<file path="src/rtl/reaction_ctrl_pkg.sv">
// Shared types and helpers for the reaction-time controller: FSM states,
// LFSR geometry and the millisecond counter width derivation.
package reaction_ctrl_pkg;

  typedef enum logic [2:0] {
    ST_IDLE  = 3'd0,
    ST_ARM   = 3'd1,
    ST_WAIT  = 3'd2,
    ST_REACT = 3'd3,
    ST_SHOW  = 3'd4,
    ST_FOUL  = 3'd5
  } state_e;

  localparam int LFSR_W     = 11;
  localparam int LFSR_RND_W = 10;
  // Taps for x^11 + x^9 + 1, as bit indices of an 11-bit shift register
  localparam int LFSR_TAP_A = 10;
  localparam int LFSR_TAP_B = 8;
  localparam logic [LFSR_W-1:0] LFSR_SEED = 11'h001;

  function automatic int ms_width(input int max_ms);
    return $clog2(max_ms);
  endfunction

  function automatic int presc_width(input int clks_per_ms);
    return (clks_per_ms > 1) ? $clog2(clks_per_ms) : 1;
  endfunction

  function automatic logic [LFSR_W-1:0] lfsr_step(input logic [LFSR_W-1:0] s);
    return {s[LFSR_W-2:0], s[LFSR_TAP_A] ^ s[LFSR_TAP_B]};
  endfunction

  function automatic int unsigned sat_delay(
    input int unsigned           min_ms,
    input logic [LFSR_RND_W-1:0] rnd,
    input int unsigned           max_ms
  );
    int unsigned sum;
    sum = min_ms + 32'(rnd);
    return (sum > max_ms) ? max_ms : sum;
  endfunction

endpackage

</file>
<file path="src/rtl/reaction_ctrl_lfsr11.sv">
// Free-running 11-bit maximal-length LFSR; exposes the low bits of the value
// it will hold after the next clock edge.
module lfsr11
  import reaction_ctrl_pkg::*;
(
  input  logic                  clk,
  input  logic                  reset,
  output logic [LFSR_RND_W-1:0] rnd_next_o
);

  logic [LFSR_W-1:0] lfsr_q;
  logic [LFSR_W-1:0] lfsr_d;
  logic [LFSR_W-1:0] stepped_s;

  // Next state; a zero state can only come from an upset, so reseed from it
  always_comb begin
    stepped_s = lfsr_step(lfsr_q);
    if (stepped_s == '0) begin
      lfsr_d = LFSR_SEED;
    end else begin
      lfsr_d = stepped_s;
    end
  end

  assign rnd_next_o = lfsr_d[LFSR_RND_W-1:0];

  always_ff @(posedge clk) begin
    if (reset) begin
      lfsr_q <= LFSR_SEED;
    end else begin
      lfsr_q <= lfsr_d;
    end
  end

endmodule

</file>
<file path="src/rtl/reaction_ctrl.sv">
// Reaction-time game controller: arms an external countdown with a random
// delay, lights the lamp when it expires and measures the press latency in ms.
module reaction_ctrl
  import reaction_ctrl_pkg::*;
#(
  parameter int MAX_MS       = 2047,
  parameter int CLKS_PER_MS  = 50000,
  parameter int MIN_DELAY_MS = 500,
  localparam int W           = ms_width(MAX_MS)
) (
  input  logic         clk,
  input  logic         reset,
  input  logic         button,
  input  logic [W-1:0] timer_value,
  output logic         timer_stop,
  output logic         timer_enable,
  output logic [W-1:0] timer_start,
  output logic         led_on,
  output logic [W-1:0] reaction_ms,
  output logic         result_valid,
  output logic         too_early,
  output logic         timeout
);

  localparam int PW                 = presc_width(CLKS_PER_MS);
  localparam logic [W-1:0]  MAX_MS_W   = W'(MAX_MS);
  localparam logic [W-1:0]  MS_ONE     = W'(1);
  localparam logic [PW-1:0] PRESC_LAST = PW'(CLKS_PER_MS - 1);
  localparam logic [PW-1:0] PRESC_ONE  = PW'(1);

  state_e         state_q, state_d;
  logic [W-1:0]   ms_q, ms_d;
  logic [PW-1:0]  presc_q, presc_d;
  logic           timer_stop_q, timer_stop_d;
  logic           timer_enable_q, timer_enable_d;
  logic [W-1:0]   timer_start_q, timer_start_d;
  logic           led_on_q, led_on_d;
  logic [W-1:0]   reaction_ms_q, reaction_ms_d;
  logic           result_valid_q, result_valid_d;
  logic           too_early_q, too_early_d;
  logic           timeout_q, timeout_d;

  logic [LFSR_RND_W-1:0] rnd_next_s;
  logic [W-1:0]          delay_s;

  lfsr11 u_lfsr (
    .clk        (clk),
    .reset      (reset),
    .rnd_next_o (rnd_next_s)
  );

  // rnd_next_s is the LFSR value that will be current during the ARM cycle
  assign delay_s = W'(sat_delay(MIN_DELAY_MS, rnd_next_s, MAX_MS));

  // Next-state, measurement and output decode
  always_comb begin
    state_d        = state_q;
    ms_d           = '0;
    presc_d        = '0;
    reaction_ms_d  = reaction_ms_q;
    result_valid_d = 1'b0;
    timeout_d      = timeout_q;

    case (state_q)
      ST_IDLE: begin
        if (button) begin
          state_d = ST_ARM;
        end else begin
          state_d = ST_IDLE;
        end
      end
      ST_ARM: begin
        state_d = ST_WAIT;
      end
      ST_WAIT: begin
        if (button) begin
          state_d = ST_FOUL;
        end else if (timer_value == '0) begin
          state_d = ST_REACT;
        end else begin
          state_d = ST_WAIT;
        end
      end
      ST_REACT: begin
        if (button) begin
          reaction_ms_d  = ms_q;
          result_valid_d = 1'b1;
          timeout_d      = 1'b0;
          state_d        = ST_SHOW;
        end else if (ms_q >= MAX_MS_W) begin
          reaction_ms_d  = MAX_MS_W;
          result_valid_d = 1'b1;
          timeout_d      = 1'b1;
          state_d        = ST_SHOW;
        end else begin
          state_d = ST_REACT;
          if (presc_q == PRESC_LAST) begin
            presc_d = '0;
            ms_d    = ms_q + MS_ONE;
          end else begin
            presc_d = presc_q + PRESC_ONE;
            ms_d    = ms_q;
          end
        end
      end
      ST_SHOW: begin
        if (button) begin
          state_d   = ST_IDLE;
          timeout_d = 1'b0;
        end else begin
          state_d = ST_SHOW;
        end
      end
      ST_FOUL: begin
        if (button) begin
          state_d = ST_IDLE;
        end else begin
          state_d = ST_FOUL;
        end
      end
      default: begin
        state_d   = ST_IDLE;
        timeout_d = 1'b0;
      end
    endcase

    // Registered outputs follow the state being entered
    timer_stop_d   = (state_d == ST_ARM);
    timer_enable_d = (state_d == ST_WAIT);
    led_on_d       = (state_d == ST_REACT);
    too_early_d    = (state_d == ST_FOUL);
    if (state_d == ST_ARM) begin
      timer_start_d = delay_s;
    end else begin
      timer_start_d = timer_start_q;
    end
  end

  // State, measurement and output registers
  always_ff @(posedge clk) begin
    if (reset) begin
      state_q        <= ST_IDLE;
      ms_q           <= '0;
      presc_q        <= '0;
      timer_stop_q   <= 1'b0;
      timer_enable_q <= 1'b0;
      timer_start_q  <= '0;
      led_on_q       <= 1'b0;
      reaction_ms_q  <= '0;
      result_valid_q <= 1'b0;
      too_early_q    <= 1'b0;
      timeout_q      <= 1'b0;
    end else begin
      state_q        <= state_d;
      ms_q           <= ms_d;
      presc_q        <= presc_d;
      timer_stop_q   <= timer_stop_d;
      timer_enable_q <= timer_enable_d;
      timer_start_q  <= timer_start_d;
      led_on_q       <= led_on_d;
      reaction_ms_q  <= reaction_ms_d;
      result_valid_q <= result_valid_d;
      too_early_q    <= too_early_d;
      timeout_q      <= timeout_d;
    end
  end

  assign timer_stop   = timer_stop_q;
  assign timer_enable = timer_enable_q;
  assign timer_start  = timer_start_q;
  assign led_on       = led_on_q;
  assign reaction_ms  = reaction_ms_q;
  assign result_valid = result_valid_q;
  assign too_early    = too_early_q;
  assign timeout      = timeout_q;

endmodule

</file>
<file path="config.mk">
export PLATFORM = sky130hd
export DESIGN_NAME = reaction_ctrl
export DESIGN_NICKNAME = d
export VERILOG_FILES = /design/src/rtl/reaction_ctrl_pkg.sv /design/src/rtl/reaction_ctrl_lfsr11.sv /design/src/rtl/reaction_ctrl.sv
export SDC_FILE = /design/constraint.sdc
export NUM_CORES = 1
export LEC_CHECK = 0
export CORE_MARGIN = 1
export CORE_UTILIZATION = 59
export CTS_CLUSTER_SIZE = 8
export DETAILED_ROUTE_END_ITERATION = 7
export PLACE_DENSITY = 0.83
export SLEW_MARGIN = 10
export SYNTH_ARGS = -nofsm -noshare
export SYNTH_HDL_FRONTEND = slang
export SYNTH_SLANG_ARGS = --single-unit
</file>
<file path="constraint.sdc">
create_clock -name clk -period 4.5 [get_ports clk]
set_clock_uncertainty 0.1 [all_clocks]
set_input_delay 0.45 -clock clk [delete_from_list [all_inputs] [get_ports clk]]
set_output_delay 0.45 -clock clk [all_outputs]
set_load 0.05 [all_outputs]
</file>
==> flow_metrics.py <==
# Generated from Yosys and OpenROAD reports
metrics = {
    "cts": {
        "post_cts_buffers": 0,
        "cts_tree": "built",
        "clockBufferDepth": 2,
        "clkTransAtPathRegs_ns": 0.07,
        "clk_root_buffer_cell": "clkbuf_8",
        "clk-insertion-delay-late_ns": 0.35,
        "htree_levels": 3,
        "numCtsBuffers": 9,
        "cts_sinks": 69,
        "cts_resized": 0,
        "hold_buffers": 0,
    },
    "sta": {
        "setup_viol": 0,
        "rsz0062_at_grt": "false",
        "maxSlewHeadroom_pct": 37.1,
        "period_needed_ns": 2.24,
        "fin_crit_sh_pct": 49.9,
        "whs_ns": 0.355,
        "fin_setup_tns_ns": 0,
        "final_max_slew_viol_count": 0,
        "hold_viol_final": 0,
        "clock.fmax_mhz": 446,
        "tightest_slew_ns": 0.943,
    },
    "power": {
        "p_sw_share_pct": 27.4,
        "pg_clk_w": 0.000458,
        "clock_power_share_pct": 36.7,
        "p_comb_share_pct": 12.0,
        "pwr_density_cell_nw_per_um2": 328,
        "comb_cell_power_w": 0.000150,
        "top_power_group": "registers",
        "finalPower_w": 0.00125,
        "p_switching_w": 0.000342,
        "seqPwrFrac_pct": 51.3,
        "powerSeq_w": 0.000641,
        "intPower_w": 0.000907,
        "p_leak_nw": 1.34,
    },
    "setup_path": {
        "crit_type": "register to register",
        "endpoint": "presc_q[6]",
        "crit_path_start": "presc_q[0]",
        "cp_num_cells": 5,
        "crit_fanout": 15,
        "crit_slowest_cell": "nand3_1",
        "critPathArrivalTime_ns": 2.36,
        "r2r-start": "presc_q[0]",
        "path_cells": "ha_1, and3_1, nand4_1, nand3_1, nor2_1",
        "required_ns": 4.61,
        "critPathLaunchType": "register",
        "max_stage_delay_ns": 0.56,
        "crit_family": "simple AND/OR/NAND/NOR gates",
        "ff2ff_setup_slack_ns": 2.26,
        "r2r_end": "presc_q[6]",
        "reg2reg_depth": 5,
        "end_kind": "register",
    },
    "detailed_routing": {
        "drc": 0,
        "top_layer": "met4",
        "drt_pass1_iterations": 4,
        "ant_nets": 0,
        "wl_met1_um": 2810,
        "wl_met2_um": 2840,
        "wl_per_cell_um": 13.0,
    },
    "status": {
        "status": "complete, no violations",
    },
    "place": {
        "dp_slack_ns": 1.93,
        "placed_cells": 449,
        "dpl.hpwl_um": 4180,
        "placed_cell_area_um2": 3620,
        "routabilityCongestion": 0.815,
    },
    "layout": {
        "top_register": "presc_q",
        "lay_top_count": "dfxtp_1",
        "num-nonclk-inverters": 19,
        "n_fill_cell": 400,
        "logic_area_um2": 1680,
        "comb_area_share_pct": 44.1,
        "layout-drive-gt1-share_pct": 9.62,
        "seq_share_pct": 36.3,
        "nClkBuffers": 10,
        "buf_share_pct": 10.6,
        "seq_cells": 69,
        "largest_reg_flops": 16,
        "flop_area_um2": 1380,
        "final-clk-cell-share_pct": 4.83,
        "logic_gate_count": 250,
        "antenna_cells": 0,
        "largest_class": "multi-input combinational cells",
        "finalNetCount": 408,
        "lay_top_cells": "69 x dfxtp_1, 40 x clkdlybuf4s50_1, 39 x nor2_1, 19 x inv_1",
    },
    "hold_path": {
        "worstHoldStart": "reaction_ms[0]",
        "hold_class": "register to register",
        "timing.hold.worst_path_depth": 2,
        "worstHoldEndpoint": "reaction_ms[0]",
    },
    "grt": {
        "met3_usage_pct": 4.43,
        "grtUsageMet2_pct": 36.6,
        "grt_pass1_vias": 2370,
        "grt.busiest_layer": "met2",
        "antenna_found_initial": 0,
        "grt_first_pass_wirelength_um": 10500,
        "met1_usage_pct": 28.0,
        "grt_max_degree": 52,
    },
    "synth": {
        "synth-main-ff-cell": "dfxtp_1",
        "synthArstFlopShare_pct": 0,
        "ys_seq_share_pct": 42.7,
        "netlist_area_um2": 3230,
        "ys_sh_aoi_pct": 14.1,
        "edf_count": 0,
        "synthTopLogicFamily": "simple AND/OR/NAND/NOR gates",
        "avgSynthCellArea_um2": 9.10,
        "adder_share_pct": 1.55,
        "ys_types": 55,
        "yosys.area_share.simple_pct": 27.8,
        "top_area_cell": "dfxtp_1",
        "ys_top_cells_by_count": "69 x dfxtp_1, 39 x nor2_1, 19 x inv_1",
        "synth_flops": 69,
        "synth_warnings": 0,
        "ys_area_um2": 3230,
        "yosysMostFrequentCell": "dfxtp_1",
        "synth_cells": 355,
        "synth-xor-area-share_pct": 4.34,
        "muxShareOfSynthArea_pct": 4.10,
        "ys_cells": 355,
        "topCellsByArea": "dfxtp_1 43%, nor2_1 4.5%, a211oi_2 3.5%, nor2b_1 3.3%, xnor2_1 3.3%",
        "syn-num-nets": 373,
        "synth.top_cell.area_share_pct": 42.7,
    },
    "die": {
        "fp_util_pct": 62.1,
        "dieArea_um2": 5780,
        "pin_count": 42,
    },
    "job": {
        "warnings": 27,
        "drv_cap": 0,
    },
}
Figure 1. Close-up of the layout.
Window x 13 to 63, y 26 to 76 µm. Cells in gray, sequential cells in the stronger gray; small squares are vias.
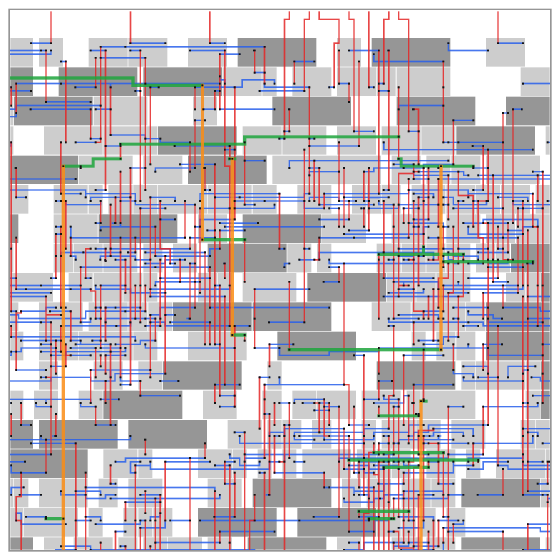
M2: drawn in red. M3: drawn in green. M4: drawn in orange. M1: drawn in blue.
Most frequent: dfxtp_1 (31), nor2_1 (20). 190 logic cells have their middle in the window. Sequential cells in the window: 31. Netlist names of flops here include timer_start (8), u_lfsr.lfsr_q (7), ms_q (4).

Figure 2. Drive-strength map.
Drawn at 4 px/µm.
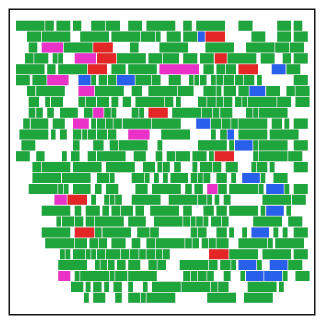
x1 and smaller: drawn in green, cells 357, share 90%, most used dfxtp_1. x2: drawn in blue, cells 16, share 4.1%, most used a211oi_2. x3 and x4: drawn in magenta, cells 11, share 2.8%, most used mux2_4. x6 and larger: drawn in red, cells 11, share 2.8%, most used clkbuf_8.
non-clock buffer count: 41
Final Worst Setup Slack: 2.26 ns
area grow syn2layout: 17.8%
Design Area, Final: 3810 µm²

Figure 3. Cell placement.
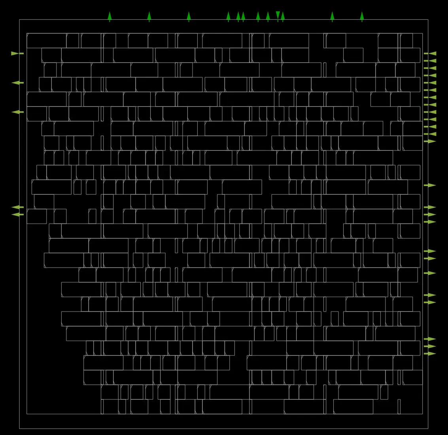
Site Rows: 26
tally of non-filler cells in the final layout: 465
tap cells: 70
core area: 5200 µm²
end-of-flow core utilization: 73.2%

Figure 4. Routed metal per tile.
Drawn at 4 px/µm. The die is cut into 15 by 15 equal tiles; dark purple is low, yellow is high, scaled to the fullest tile. Values are wire area over tile area, all layers added.
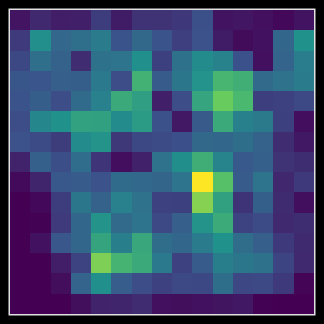
The emptiest ninth of the die: south-west. 12% of the tiles are over half the peak. The densest ninth of the die: center. The mean over all tiles is 0.17. 6.7% of the tiles are nearly empty.
Vias: 2599
final WL: 6020 µm

Figure 5. Power grid.
Drawn at 6 px/µm. Pins as bars on the die edge.
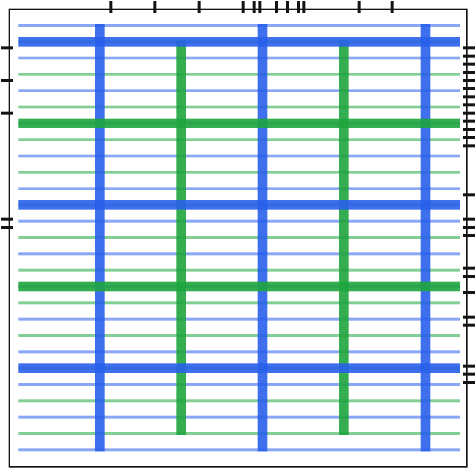
VDD: drawn in green. VSS: drawn in blue.
The core has 26 rows. 42 signal pins sit on the boundary.
worst vdd ir: 0.252 mV
Die Y: 76.0 µm
die width: 76.0 µm

Power is estimated from default activity; no workload was simulated.
